===== config.mk =====
export PLATFORM = sky130hd
export DESIGN_NAME = envelope_peak_picker
export DESIGN_NICKNAME = d
export VERILOG_FILES = /design/src/rtl/hss_pkg.sv /design/src/rtl/peak_fifo.sv /design/src/rtl/envelope_peak_picker.sv
export SDC_FILE = /design/constraint.sdc
export NUM_CORES = 1
export LEC_CHECK = 0
export CORE_MARGIN = 4
export CORE_UTILIZATION = 50
export DETAILED_ROUTE_END_ITERATION = 10
export PLACE_DENSITY_LB_ADDON = 0.2
export SLEW_MARGIN = 10
export SYNTH_ARGS = -nofsm -noshare
export SYNTH_HDL_FRONTEND = slang
export SYNTH_SLANG_ARGS = --single-unit

===== constraint.sdc =====
create_clock -name aclk -period 14.19 [get_ports aclk]
set_clock_uncertainty 0.15 [all_clocks]
set_input_delay 1.419 -clock aclk [delete_from_list [all_inputs] [get_ports aclk]]
set_output_delay 1.419 -clock aclk [all_outputs]
set_load 0.01 [all_outputs]

===== src/rtl/hss_pkg.sv =====
// hss_pkg: definitions shared by the heart-sound segmentation pipeline.
//   - state_t            : peak-picker FSM state encoding
//   - Q_ONE              : 1.0 in Q2.29
//   - DEFAULT_THRESHOLD  : 0.25 in Q2.29, the default peak amplitude floor
//   - REC_AMP_LSB        : peak records are {index, amplitude}; the amplitude
//                          starts at this bit and the index sits directly above it
package hss_pkg;

    typedef enum logic [1:0] {
        ST_WARM0,
        ST_WARM1,
        ST_SEARCH,
        ST_HOLDOFF
    } state_t;

    localparam logic [31:0] Q_ONE             = 32'h2000_0000;
    localparam logic [31:0] DEFAULT_THRESHOLD = 32'h0800_0000;

    localparam int unsigned REC_AMP_LSB = 0;

endpackage


===== src/rtl/peak_fifo.sv =====
// peak_fifo: synchronous FIFO, asynchronous active-high reset.
// A push into a full FIFO is accepted only when a pop happens in the same
// cycle; otherwise it is dropped and o_drop pulses for that cycle.
// Ports:
//   i_clk, i_rst      clock, async active-high reset (flushes the FIFO)
//   i_push, i_data    write request and data
//   i_pop             read request (ignored while empty)
//   o_data            head entry, 0 while empty
//   o_valid           FIFO not empty
//   o_full            FIFO full
//   o_drop            push rejected this cycle (full, no simultaneous pop)
module peak_fifo #(
    parameter int unsigned WIDTH = 48,
    parameter int unsigned DEPTH = 4
) (
    input  logic             i_clk,
    input  logic             i_rst,
    input  logic             i_push,
    input  logic [WIDTH-1:0] i_data,
    input  logic             i_pop,
    output logic [WIDTH-1:0] o_data,
    output logic             o_valid,
    output logic             o_full,
    output logic             o_drop
);

    // DEPTH must be a power of two, at least 2
    localparam int unsigned AW = $clog2(DEPTH);

    logic [WIDTH-1:0] r_mem [DEPTH];
    logic [AW:0]      r_wr;
    logic [AW:0]      r_rd;

    logic w_empty;
    logic w_full;
    logic w_pop;
    logic w_push;

    // Pointers carry one extra wrap bit to tell full from empty
    assign w_empty = (r_wr == r_rd);
    assign w_full  = (r_wr[AW] != r_rd[AW]) && (r_wr[AW-1:0] == r_rd[AW-1:0]);
    assign w_pop   = i_pop && !w_empty;
    assign w_push  = i_push && (!w_full || w_pop);

    assign o_valid = !w_empty;
    assign o_full  = w_full;
    assign o_drop  = i_push && w_full && !w_pop;
    assign o_data  = w_empty ? '0 : r_mem[r_rd[AW-1:0]];

    always_ff @(posedge i_clk or posedge i_rst) begin
        if (i_rst) begin
            r_wr <= '0;
            r_rd <= '0;
        end else begin
            if (w_push) r_wr <= r_wr + 1'b1;
            if (w_pop)  r_rd <= r_rd + 1'b1;
        end
    end

    // Storage needs no reset; o_data is masked while empty.
    // When full, the slot written on a simultaneous push/pop is the one being read out.
    always_ff @(posedge i_clk) begin
        if (w_push) r_mem[r_wr[AW-1:0]] <= i_data;
    end

endmodule


===== src/rtl/envelope_peak_picker.sv =====
// envelope_peak_picker: finds local maxima above a threshold in the
// normalized envelogram stream and emits {index, amplitude} records, with a
// refractory gap between reported peaks.
// Build option: define ADAPTIVE_THR_EN to raise the threshold to a quarter of
// the last detected peak amplitude when that is larger.
// Ports:
//   aclk, areset                 clock, async active-high reset
//   s_axis_data_t{data,valid}    envelogram samples (Q2.29, signed)
//   s_axis_data_tready           1 except while areset
//   m_axis_peak_t{data,valid}    peak records {index, amplitude}
//   m_axis_peak_tready           record accept
//   peak_count                   detected peaks, including dropped ones (wraps)
//   overflow                     sticky: a record was dropped on a full FIFO
module envelope_peak_picker
    import hss_pkg::*;
#(
    parameter int unsigned      WIDTH      = 32,
    parameter int unsigned      IDX_W      = 16,
    parameter logic [WIDTH-1:0] THRESHOLD  = WIDTH'(DEFAULT_THRESHOLD),
    parameter int unsigned      REFRACTORY = 40,
    parameter int unsigned      FIFO_DEPTH = 4
) (
    input  logic                   aclk,
    input  logic                   areset,
    input  logic [WIDTH-1:0]       s_axis_data_tdata,
    input  logic                   s_axis_data_tvalid,
    output logic                   s_axis_data_tready,
    output logic [IDX_W+WIDTH-1:0] m_axis_peak_tdata,
    output logic                   m_axis_peak_tvalid,
    input  logic                   m_axis_peak_tready,
    output logic [IDX_W-1:0]       peak_count,
    output logic                   overflow
);

    localparam logic signed [WIDTH-1:0] THR_S = THRESHOLD;
    localparam logic [IDX_W-1:0]        REFR  = IDX_W'(REFRACTORY);

    state_t                   r_state;
    logic signed [WIDTH-1:0]  r_p1;
    logic signed [WIDTH-1:0]  r_p2;
    logic [IDX_W-1:0]         r_idx;       // index the next accepted sample gets
    logic [IDX_W-1:0]         r_last_idx;  // index of the last reported peak
    logic [IDX_W-1:0]         r_count;
    logic                     r_overflow;

    logic                     w_accept;
    logic signed [WIDTH-1:0]  w_c;
    logic signed [WIDTH-1:0]  w_thr;
    logic [IDX_W-1:0]         w_cand_idx;
    logic                     w_is_peak;
    logic                     w_gap_ok;
    logic                     w_hit;
    logic [IDX_W+WIDTH-1:0]   w_rec;
    logic                     w_pop;
    logic                     w_full;
    logic                     w_drop;

    assign s_axis_data_tready = !areset;
    assign w_accept           = s_axis_data_tvalid && s_axis_data_tready;
    assign w_c                = $signed(s_axis_data_tdata);

`ifdef ADAPTIVE_THR_EN
    logic signed [WIDTH-1:0] r_last_amp;
    logic signed [WIDTH-1:0] w_amp_q;

    assign w_amp_q = r_last_amp >>> 2;
    assign w_thr   = (w_amp_q > THR_S) ? w_amp_q : THR_S;

    always_ff @(posedge aclk or posedge areset) begin
        if (areset)     r_last_amp <= '0;
        else if (w_hit) r_last_amp <= r_p1;
    end
`else
    assign w_thr = THR_S;
`endif

    // The candidate is the previously accepted sample (p1), judged against its
    // predecessor (p2) and the sample being accepted now (c). Strict > on the
    // left makes only the first sample of a plateau qualify.
    assign w_cand_idx = r_idx - 1'b1;
    assign w_is_peak  = (r_p1 > r_p2) && (r_p1 >= w_c) && (r_p1 >= w_thr);
    assign w_gap_ok   = (w_cand_idx - r_last_idx) > REFR;

    // The candidate that first clears the refractory gap is evaluated on the
    // same accept that ends the holdoff.
    assign w_hit = w_accept && w_is_peak &&
                   ((r_state == ST_SEARCH) || ((r_state == ST_HOLDOFF) && w_gap_ok));

    always_comb begin
        w_rec = '0;
        w_rec[REC_AMP_LSB +: WIDTH]         = r_p1;
        w_rec[REC_AMP_LSB + WIDTH +: IDX_W] = w_cand_idx;
    end

    always_ff @(posedge aclk or posedge areset) begin
        if (areset) begin
            r_state    <= ST_WARM0;
            r_p1       <= '0;
            r_p2       <= '0;
            r_idx      <= '0;
            r_last_idx <= '0;
            r_count    <= '0;
            r_overflow <= 1'b0;
        end else begin
            if (w_accept) begin
                r_p2  <= r_p1;
                r_p1  <= w_c;
                r_idx <= r_idx + 1'b1;
                case (r_state)
                    ST_WARM0:   r_state <= ST_WARM1;
                    ST_WARM1:   r_state <= ST_SEARCH;
                    ST_SEARCH:  if (w_hit) r_state <= ST_HOLDOFF;
                    ST_HOLDOFF: if (w_gap_ok && !w_hit) r_state <= ST_SEARCH;
                    default:    r_state <= ST_WARM0;
                endcase
            end
            if (w_hit) begin
                r_last_idx <= w_cand_idx;
                r_count    <= r_count + 1'b1;
            end
            if (w_drop) r_overflow <= 1'b1;
        end
    end

    assign w_pop = m_axis_peak_tvalid && m_axis_peak_tready;

    peak_fifo #(
        .WIDTH (IDX_W + WIDTH),
        .DEPTH (FIFO_DEPTH)
    ) u_fifo (
        .i_clk   (aclk),
        .i_rst   (areset),
        .i_push  (w_hit),
        .i_data  (w_rec),
        .i_pop   (w_pop),
        .o_data  (m_axis_peak_tdata),
        .o_valid (m_axis_peak_tvalid),
        .o_full  (w_full),
        .o_drop  (w_drop)
    );

    assign peak_count = r_count;
    assign overflow   = r_overflow;

endmodule


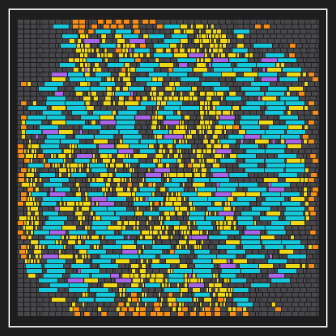
Figure 1: cells coloured by class.
Fill, decap, tap and diode cells in grey.
legend:
  all other logic:
    colour: yellow
    cells: 755
    share_of_their_area: 34%
  clock drivers and dummy loads:
    colour: purple
    cells: 63
    share_of_their_area: 6.5%
  other buffers and delay cells:
    colour: orange
    cells: 114
    share_of_their_area: 6.6%
  flip-flops:
    colour: cyan
    cells: 313
    share_of_their_area: 53%

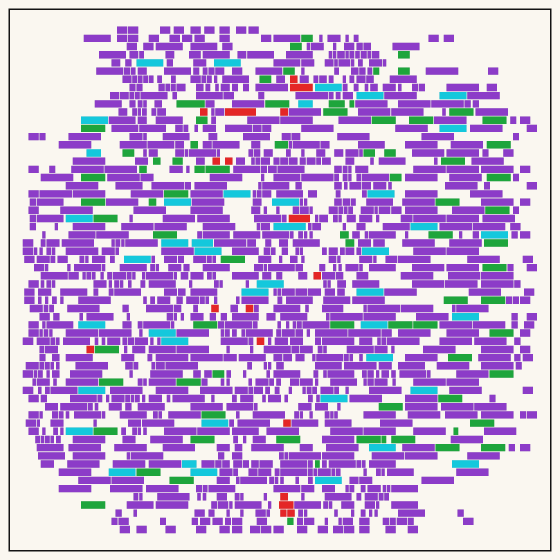
Figure 2: sizing map.
legend:
  drive 1 or less:
    colour: purple
    cells: 1108
    share: 89%
    most_used: edfxtp_1
  drive 2:
    colour: green
    cells: 77
    share: 6.2%
    most_used: mux4_2
  drive 6 and up:
    colour: cyan
    cells: 42
    share: 3.4%
    most_used: clkbuf_16
  drive 3 to 4:
    colour: red
    cells: 18
    share: 1.4%
    most_used: buf_4

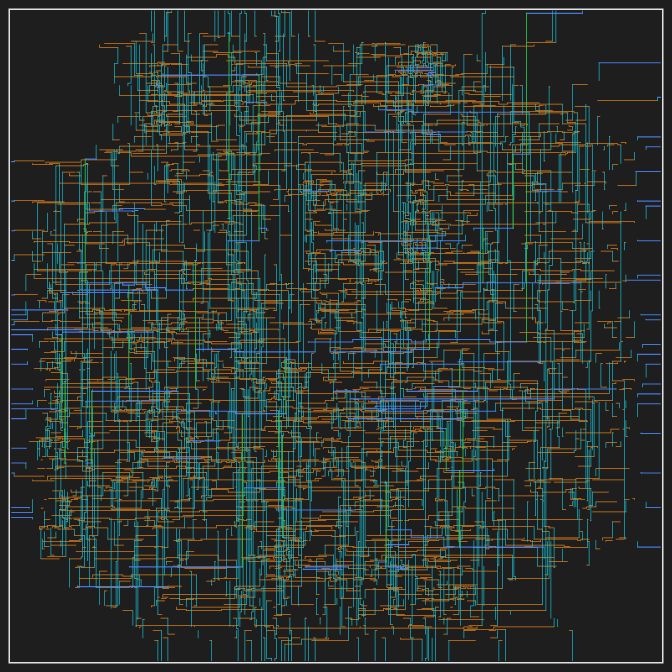
Figure 3: wiring by layer.
legend:
  met2:
    colour: cyan
    wire_length: 14400 um
  met3:
    colour: blue
    wire_length: 1340 um
  met1:
    colour: orange
    wire_length: 13100 um
  met4:
    colour: green
    wire_length: 611 um

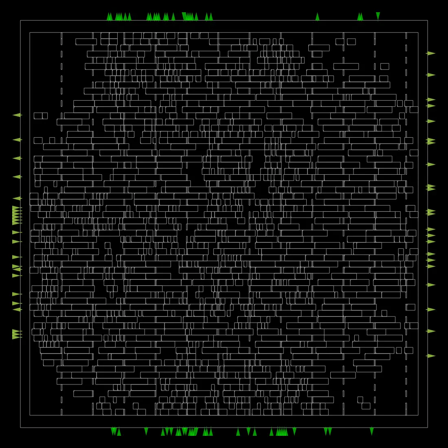
Figure 4: cell placement.
core area: 28900 um^2
final non-filler cell total: 1629

==> results.yml <==
# physical design summary
status:
  status: "finished, final reports clean"
critical_path:
  timing.rr.start: "r_idx[5]"
  r2r_end: "u_fifo.r_mem[2][46]"
  end_kind: "register"
  worst-setup-path-type: "reg -> reg"
  reg2regPathDepth: 16
  crit_arrival_ns: 5.94
  critPathRequiredTime_ns: 14.19
cells_and_area:
  antenna_cells: 0
  final_core_util_pct: 59.7
  final_area_um2: 17200
  layout.nets: 1343
  areaGrowthSynthToFinish_pct: 17.3
  drive_gt1_share_pct: 11.0
yosys:
  synthAoiAreaFrac_pct: 6.68
  fp_nets: 1234
  mux_area_share_pct: 8.95
  async_flop_share_pct: 38.7
  xor_share_pct: 3.52
  logic_family: "simple AND/OR/NAND/NOR gates"
  post_synth.cell_area_avg_um2: 13.2
  synth_top_flop_cell: "edfxtp_1"
  synth_adder_area_share_pct: 7.54
  yosys.stat.seqShare_pct: 59.8
  synth_cells: 1110
  numSynthFlops: 313
  synth.cellmix.simpleShare_pct: 9.97
  yosys_area_um2: 14700
  ys_cells: 1110
route:
  vias: 8837
  drc: 0
  wl_um: 29400
  met1_length_um: 13100
  drt_iter0_drc: 635
  routed-wl-met3_um: 1340
  viasPerCell: 5.42
  top_layer: "met4"
  drtPass1Iterations: 4
  final_antenna_net_count: 0
  wl_met2_um: 14400
sta:
  finalSetupViolCount: 0
  rsz0062_at_grt: "false"
  drv_slew: 0
  fmax_mhz: 168
  post-route-period-util_pct: 41.9
  fin_tns_setup_ns: 0
flow_run:
  drv_cap: 0
  log.warning_count: 30
global_routing:
  antenna_found_initial: 0
  grt_pass1_wl_um: 48300
  grt_max_degree: 73
  track_usage_pct: 18.5
  grt_pass1_vias: 8951
  grt-ovfl-total: 0
clock_network:
  clock-sinks: 313
  clk_latency_ns: 0.50
  cts_resized: 0
  cts_tree: "built"
  cts_buffer_depth: 3
  cts_hold_buf: 0
  cts.reportedPaths.clkPinSlew_ns: 0.06
hold_path:
  hold_end: "peak_count[15]"
  min_path_type: "reg -> reg"
  holdPathStages: 1
floorplan:
  die_area_um2: 32200
  initCoreUtil_pct: 50.9
  die-width_um: 179
  fp-row-count: 62
placement:
  dp_cells: 1566
  port_buffers: 102
  finalWeightedCongestion: 0.842
  place_hpwl_um: 19000
final cells by class:
| type | count | area (um^2) | share of cell area (%) |
|---|---|---|---|
| well taps | 384 | 480 | 2.79 |
| multi-input cells | 663 | 5410 | 31.4 |
| inverters | 92 | 348 | 2.02 |
| clock buffers | 52 | 1010 | 5.87 |
| repair buffers | 114 | 1110 | 6.45 |
| flip-flops and latches | 313 | 8800 | 51.1 |
| clock inverters | 11 | 76.3 | 0.443 |
flip-flops by register name, indices dropped and copies added, names as in the netlist:
| name | cells |
|---|---|
| u_fifo.r_rd | 3 |
| r_p1 | 32 |
| r_p2 | 32 |
| u_fifo.r_mem | 192 |
| peak_count | 16 |
| overflow | 1 |
| u_fifo.r_wr | 3 |
| r_last_idx | 16 |
| r_idx | 16 |
| r_state | 2 |
cell usage after synthesis, types with 3 or more instances:
cell | n | area (um^2)
edfxtp_1 | 192 | 5770
nor3_1 | 21 | 105
nand2_1 | 103 | 387
xor2_1 | 29 | 254
xnor2_1 | 30 | 263
buf_1 | 9 | 33.8
o21ai_0 | 84 | 420
and3_1 | 9 | 56.3
a21oi_1 | 30 | 150
mux2_1 | 7 | 78.8
nor2_1 | 25 | 93.8
and4_1 | 5 | 43.8
o211ai_1 | 4 | 30.0
dfrtp_1 | 121 | 3030
or4_1 | 3 | 22.5
o31ai_1 | 4 | 30.0
clkbuf_1 | 30 | 113
inv_1 | 92 | 345
a21o_1 | 15 | 113
nor3b_1 | 3 | 22.5
a221oi_1 | 3 | 26.3
mux4_2 | 48 | 1080
mux2_2 | 12 | 135
nor2b_1 | 52 | 325
and2_1 | 4 | 25.0
nor4_1 | 5 | 31.3
nand4_1 | 18 | 113
nand3_1 | 22 | 110
ha_1 | 87 | 1090
where the power goes:
part           switching, mW  internal (mW)  total [mW]
clock network          0.341          0.511       0.852
registers             0.0954           1.09        1.18
logic                  0.668          0.658        1.33
total                   1.10           2.26        3.36
worst max-delay path: stages (launching register included):
cell,delay (ns)
dfrtp_1,0.48
nor4_1,0.59
nand4_1,0.26
nor2_1,0.19
xor2_1,0.55
ha_1,0.42
a21oi_1,0.22
nor2b_1,0.08
a2111oi_0,0.39
o21ai_1,0.12
o21ai_0,0.11
xnor2_1,0.19
nor4_4,0.08
buf_4,0.23
nor3_2,0.33
and2_2,0.67
buf_4,0.48
worst max path at each step:
stage / from / end / slack, ns
6_report: r_idx[5] / u_fifo.r_mem[2][46] / 8.25
3_3_place_gp: s_axis_data_tdata[15] / u_fifo.r_mem[1][42] / 8.18
3_5_place_dp: s_axis_data_tdata[15] / u_fifo.r_mem[1][42] / 8.09
4_1_cts: r_idx[5] / u_fifo.r_mem[1][38] / 8.23
5_1_grt: r_idx[5] / u_fifo.r_mem[0][45] / 7.83
2_1_floorplan: areset / u_fifo.r_mem[3][0] / 4.82
metrics by stage:
stage	hold WS [ns]	setup WS, ns
after floorplan	0.304	4.82
after global placement	0.314	8.18
after detailed placement	0.319	8.09
after CTS	0.332	8.23
after global routing	0.349	7.83
final	0.324	8.25
per-layer routing:
metal	global-route usage, %	vias to the layer above
met5	0	-
met4	4.85	0
met3	3.07	47
met2	31.2	197
met1	25.2	4336
li1	-	4257
Power and IR drop assume default switching activity.
